`src/rtl/div_pkg.sv`:
```
// div_pkg: shared width default, FSM encoding and request word layout for div_scheduler
package div_pkg;
    localparam int DEF_WIDTH = 8;

    typedef enum logic [1:0] {ST_FLUSH, ST_IDLE, ST_WAIT} state_t;

    // Request word is {sign, dividend, divisor} with the divisor in the LSBs.
    function automatic int req_w(input int w);
        return 2 * w + 1;
    endfunction

    function automatic int sign_pos(input int w);
        return 2 * w;
    endfunction

    function automatic int dvd_lsb(input int w);
        return w;
    endfunction
endpackage

```
`src/rtl/div_scheduler_req_fifo.sv`:
```
// req_fifo: synchronous FIFO holding divide requests
//   clk, reset       : clock, synchronous active-high reset
//   push/wdata       : write strobe and data (caller never pushes when full)
//   pop/rdata        : read strobe and head-of-queue data (caller never pops when empty)
//   full/empty/count : occupancy status
module req_fifo #(
    parameter int DW    = 17,
    parameter int DEPTH = 4,
    localparam int AW   = $clog2(DEPTH)
) (
    input  logic          clk,
    input  logic          reset,
    input  logic          push,
    input  logic          pop,
    input  logic [DW-1:0] wdata,
    output logic [DW-1:0] rdata,
    output logic          full,
    output logic          empty,
    output logic [AW:0]   count
);
    logic [DW-1:0] mem [DEPTH];
    logic [AW-1:0] wp, rp;

    always_ff @(posedge clk) begin
        if (reset) begin
            wp    <= '0;
            rp    <= '0;
            count <= '0;
        end else begin
            if (push) wp <= wp + 1'b1;
            if (pop) rp <= rp + 1'b1;
            count <= count + {{AW{1'b0}}, push} - {{AW{1'b0}}, pop};
        end
    end

    always_ff @(posedge clk) begin
        if (push) mem[wp] <= wdata;
    end

    assign rdata = mem[rp];
    assign full  = count == (AW + 1)'(DEPTH);
    assign empty = count == '0;
endmodule

```
`src/rtl/div_scheduler.sv`:
```
// div_scheduler: request FIFO, issue FSM and result register in front of a shared iterative divider
//   clk, reset                          : clock, synchronous active-high reset
//   in_valid/in_ready, in_sign/in_dividend/in_divisor : request handshake and operands
//   out_valid/out_ready, out_quotient/out_remainder/out_div0 : result handshake and payload
//   busy                                : any request queued, in flight or waiting downstream
//   div_start, div_sign/div_dividend/div_divisor : divider start pulse and operands
//   div_quotient/div_remainder/div_ready : divider results and done pulse
module div_scheduler
    import div_pkg::*;
#(
    parameter int WIDTH        = DEF_WIDTH,
    parameter int DEPTH        = 4,
    parameter int FLUSH_CYCLES = WIDTH + 2
) (
    input  logic             clk,
    input  logic             reset,
    input  logic             in_valid,
    output logic             in_ready,
    input  logic             in_sign,
    input  logic [WIDTH-1:0] in_dividend,
    input  logic [WIDTH-1:0] in_divisor,
    output logic             out_valid,
    input  logic             out_ready,
    output logic [WIDTH-1:0] out_quotient,
    output logic [WIDTH-1:0] out_remainder,
    output logic             out_div0,
    output logic             busy,
    output logic             div_start,
    output logic             div_sign,
    output logic [WIDTH-1:0] div_dividend,
    output logic [WIDTH-1:0] div_divisor,
    input  logic [WIDTH-1:0] div_quotient,
    input  logic [WIDTH-1:0] div_remainder,
    input  logic             div_ready
);
    localparam int RW = req_w(WIDTH);
    localparam int SB = sign_pos(WIDTH);
    localparam int DL = dvd_lsb(WIDTH);
    localparam int CW = $clog2(DEPTH) + 1;
    localparam int FW = $clog2(FLUSH_CYCLES + 2);

    state_t           state, state_nx;
    logic [FW-1:0]    flush_cnt;
    logic [RW-1:0]    head;
    logic             full, empty, push, take, zdiv, start, done;
    logic [CW-1:0]    count;
    logic             op_sign;
    logic [WIDTH-1:0] op_dvd, op_dvs, h_dvd, h_dvs;

    req_fifo #(.DW(RW), .DEPTH(DEPTH)) u_fifo (
        .clk   (clk),
        .reset (reset),
        .push  (push),
        .pop   (take),
        .wdata ({in_sign, in_dividend, in_divisor}),
        .rdata (head),
        .full  (full),
        .empty (empty),
        .count (count)
    );

    assign h_dvd = head[DL +: WIDTH];
    assign h_dvs = head[WIDTH-1:0];

    assign in_ready = state != ST_FLUSH && !full;
    assign push     = in_valid && in_ready;
    // The head may be consumed when the result register is free or being emptied this cycle.
    assign take     = state == ST_IDLE && !empty && (!out_valid || out_ready);
    assign zdiv     = take && h_dvs == '0;
    assign start    = take && h_dvs != '0;
    assign done     = state == ST_WAIT && div_ready;
    assign busy     = count != '0 || state != ST_IDLE || out_valid;

    // Operands come straight from the FIFO head in the start cycle, then from the
    // latched copy, so they are stable from div_start until div_ready.
    assign div_start    = start;
    assign div_sign     = start ? head[SB] : op_sign;
    assign div_dividend = start ? h_dvd : op_dvd;
    assign div_divisor  = start ? h_dvs : op_dvs;

    always_comb begin
        state_nx = state;
        if (state == ST_FLUSH && flush_cnt <= FW'(1)) state_nx = ST_IDLE;
        if (start) state_nx = ST_WAIT;
        if (done) state_nx = ST_IDLE;
    end

    always_ff @(posedge clk) begin
        if (reset) begin
            state         <= ST_FLUSH;
            flush_cnt     <= FW'(FLUSH_CYCLES);
            op_sign       <= 1'b0;
            op_dvd        <= '0;
            op_dvs        <= '0;
            out_valid     <= 1'b0;
            out_div0      <= 1'b0;
            out_quotient  <= '0;
            out_remainder <= '0;
        end else begin
            state <= state_nx;
            if (state == ST_FLUSH && flush_cnt != '0) flush_cnt <= flush_cnt - 1'b1;
            if (start) {op_sign, op_dvd, op_dvs} <= head;
            if (done) begin
                out_valid     <= 1'b1;
                out_div0      <= 1'b0;
                out_quotient  <= div_quotient;
                out_remainder <= div_remainder;
            end else if (zdiv) begin
                out_valid     <= 1'b1;
                out_div0      <= 1'b1;
                out_quotient  <= '1;
                out_remainder <= h_dvd;
            end else if (out_ready) begin
                out_valid     <= 1'b0;
            end
        end
    end
endmodule
```
`config.mk`:
```
export PLATFORM = sky130hd
export DESIGN_NAME = div_scheduler
export DESIGN_NICKNAME = d
export VERILOG_FILES = /design/src/rtl/div_pkg.sv /design/src/rtl/div_scheduler_req_fifo.sv /design/src/rtl/div_scheduler.sv
export SDC_FILE = /design/constraint.sdc
export NUM_CORES = 1
export LEC_CHECK = 0
export CORE_MARGIN = 4
export CORE_UTILIZATION = 35
export DETAILED_ROUTE_END_ITERATION = 6
export HOLD_SLACK_MARGIN = 0.12
export SYNTH_ARGS = -nofsm -noshare
export SYNTH_HDL_FRONTEND = slang
export SYNTH_SLANG_ARGS = --single-unit
```
`constraint.sdc`:
```
create_clock -name clk -period 6.34 [get_ports clk]
set_input_delay 0.634 -clock clk [delete_from_list [all_inputs] [get_ports clk]]
set_output_delay 0.634 -clock clk [all_outputs]
set_load 0.01 [all_outputs]
```
==> run summary <==
Flow results follow.

The analysis attributes to net switching a power of 0.417 mW. The number of antenna diodes in the final layout is 0. Counting instances in the post-synthesis netlist gives the leading cell types as sky130_fd_sc_hd__edfxtp_1, sky130_fd_sc_hd__dfxtp_1, sky130_fd_sc_hd__nand2b_1. In the layout the commonest cells are sky130_fd_sc_hd__clkdlybuf4s50_1, sky130_fd_sc_hd__edfxtp_1, sky130_fd_sc_hd__dfxtp_1.

The HPWL after detailed placement is 7350 µm. After synthesis, the netlist uses 43 different library cells. In this run the maximum-capacitance check reported violations numbering 0.

The maximum number of pins on one net before global-route repair is 68. The per-instance average area after synthesis is 13.6 µm². The hold-critical path depth is 2.

The layout report lists the non-clock buffer share of cell area as 11.7%. The area overhead of the layout relative to synthesis is 28.0%. The power report lists cell-internal power as 1.44 mW. The most instantiated flip-flop cell in the synthesis netlist is sky130_fd_sc_hd__edfxtp_1. The final max-slew violation count recorded for this run is 0. Of the cells placed in the final design, the portion with a size suffix greater than 1 is 14.1%. In the final routed layout, each cell accounts on average for 16.5 µm. The proportion of power drawn by flip-flops and latches is 45.8%. The initial antenna violation count is 0. The capture point of the critical path was reported as div_divisor[0].

The clock tree from TritonCTS is built. The worst min-delay path startpoint is op_dvs[3]. Power spread over the standard cell area amounts to 283 nW/µm². Measured along the x axis, the die boundary spans 129 µm. The layout sequential cell count is 118. The mapped netlist covers 5140 µm². After synthesis, the cell types taking the most area are sky130_fd_sc_hd__edfxtp_1, sky130_fd_sc_hd__dfxtp_1, sky130_fd_sc_hd__mux4_2. The run finished with clean final reports.

The sum of negative setup slack is 0 ns. Across all hold checks on the routed design, the worst slack comes to 0.461 ns. Of all cell types, the one taking the most synthesized area is sky130_fd_sc_hd__edfxtp_1. The vertical die dimension is 129 µm.

In the final report, the number of endpoints failing setup comes to 0. The average vias per placed instance is 4.89. Looking at the global route congestion table, the highest-usage layer is met2. Across all checked pins, the minimum headroom to the slew limit is 9.10%. The share of total power dissipated in combinational logic is 8.0%. STA shows the worst min-delay path finishing at op_dvs[3]. According to the finish report, the design has a final net count of 503. The core utilization at floorplan is 35.5%. After layout, the clock buffer instance count stands at 18. Global routing consumed, on the met2 layer, 21.5% of the routing resources.

The part of the power in the clock network is 46.2%. The synthesized netlist net count is 425. Setup repair after global routing left no endpoint under its margin. The worst clock skew is 0.00536 ns. The cell total in the yosys stat output is 377. The instance tally after logic synthesis is 377. In the final design, more cell area goes to registers than to any other class. The count of nets left with antenna violations once routing finished came out at 0. The path class of the tightest hold or removal check is flip-flop to flip-flop. STA lists the endpoint of the worst register-to-register path as state[1]. The setup path with the least slack is of type flip-flop to output pin. The met1 demand-to-capacity share in global routing is 17.5%. In the synthesized netlist the async set-or-reset flop fraction comes to 0%. The most instantiated library cell after synthesis is sky130_fd_sc_hd__edfxtp_1. The number of global-route vias before repair is 3,257.
## critical path, stage by stage, from the launching register on
cell	delay [ns]
sky130_fd_sc_hd__dfxtp_1	0.49
sky130_fd_sc_hd__buf_4	0.34
sky130_fd_sc_hd__mux4_2	0.61
sky130_fd_sc_hd__or4_1	0.58
sky130_fd_sc_hd__o21ai_2	0.65
sky130_fd_sc_hd__inv_6	0.28
sky130_fd_sc_hd__mux2_1	0.42
sky130_fd_sc_hd__clkdlybuf4s50_1	0.49
## layer usage
metal | vias to the layer above | wire length, µm
met5 | - | 0
met4 | 0 | 160
met3 | 14 | 691
met2 | 96 | 5180
met1 | 1516 | 4760
li1 | 1563 | -
## cells by family after synthesis
logic type	share of synthesized area, %
AND-OR/OR-AND	6.31
AND/OR/NAND/NOR	12.6
multiplexers	15.0
buffers and inverters	2.97
adder cells (fa/ha/maj)	2.58
XOR/XNOR	1.36
flip-flops	59.2
## flip-flops by register name (all words and copies together), names as in the netlist, named ones only
name and cells:
out_remainder 8, op_dvd 8, out_valid 1, u_fifo.wp 2, out_div0 1, u_fifo.rp 2
op_sign 1, state 2, flush_cnt 4, out_quotient 8, op_dvs 8, u_fifo.mem 68
u_fifo.count 3
## through the flow
stage | cell area (µm²) | worst slack, ns | std cells
2_1_floorplan | 5140 | 3.12 | 377
3_3_place_gp | 6030 | 1.84 | 620
3_5_place_dp | 6030 | 1.80 | 620
4_1_cts | 6580 | 1.34 | 652
5_1_grt | 6580 | 1.15 | 652
6_report | 6580 | 1.43 | 652
## power groups by stage
stage	Combinational (mW)	Sequential, mW	Clock (mW)
after floorplan	0.0874	0.865	0
after global placement	0.144	0.867	0
after detailed placement	0.150	0.868	0
after CTS	0.151	0.852	0.878
after global routing	0.166	0.856	0.913
final	0.149	0.853	0.859
Figure 1. I/O nets highlighted.
Bar = 50 µm.
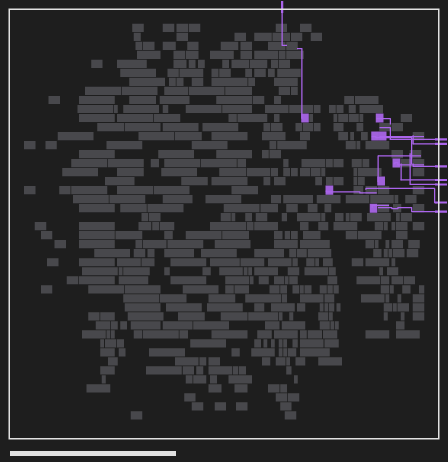
[purple] div_remainder | bits: 8 | direction: input | edge: 7 right, 1 top | end cells: 8 | buffers: 8 | wire: 242 µm
number of I/O pins: 76
count of buffers inserted at the top-level ports: 75

Figure 2. Sequential cells grouped by signal name.
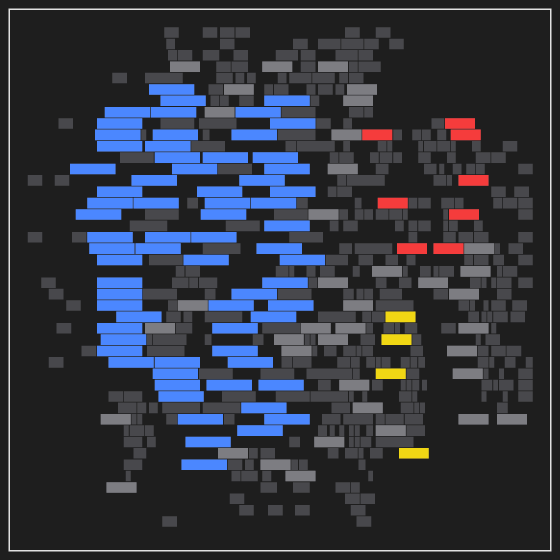
[red] out_remainder | placed flops: 8
[blue] u_fifo.mem | placed flops: 68
[yellow] flush_cnt | placed flops: 4
power of the sequential group: 0.853 mW
share of the final layout cell area in sequential cells: 46.3%

Figure 3. Congestion heat map.
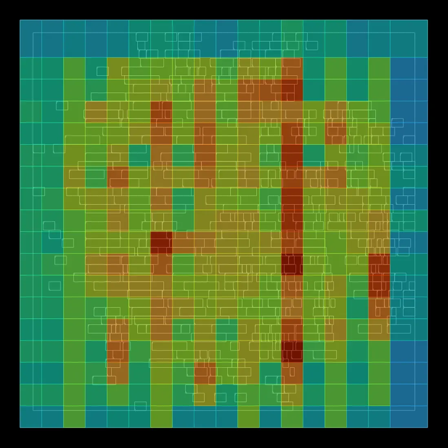
global routing usage summed across all routing layers: 13.6%
met3 routing resource usage after global routing: 3.87%

Power is estimated from default activity; no workload was simulated.
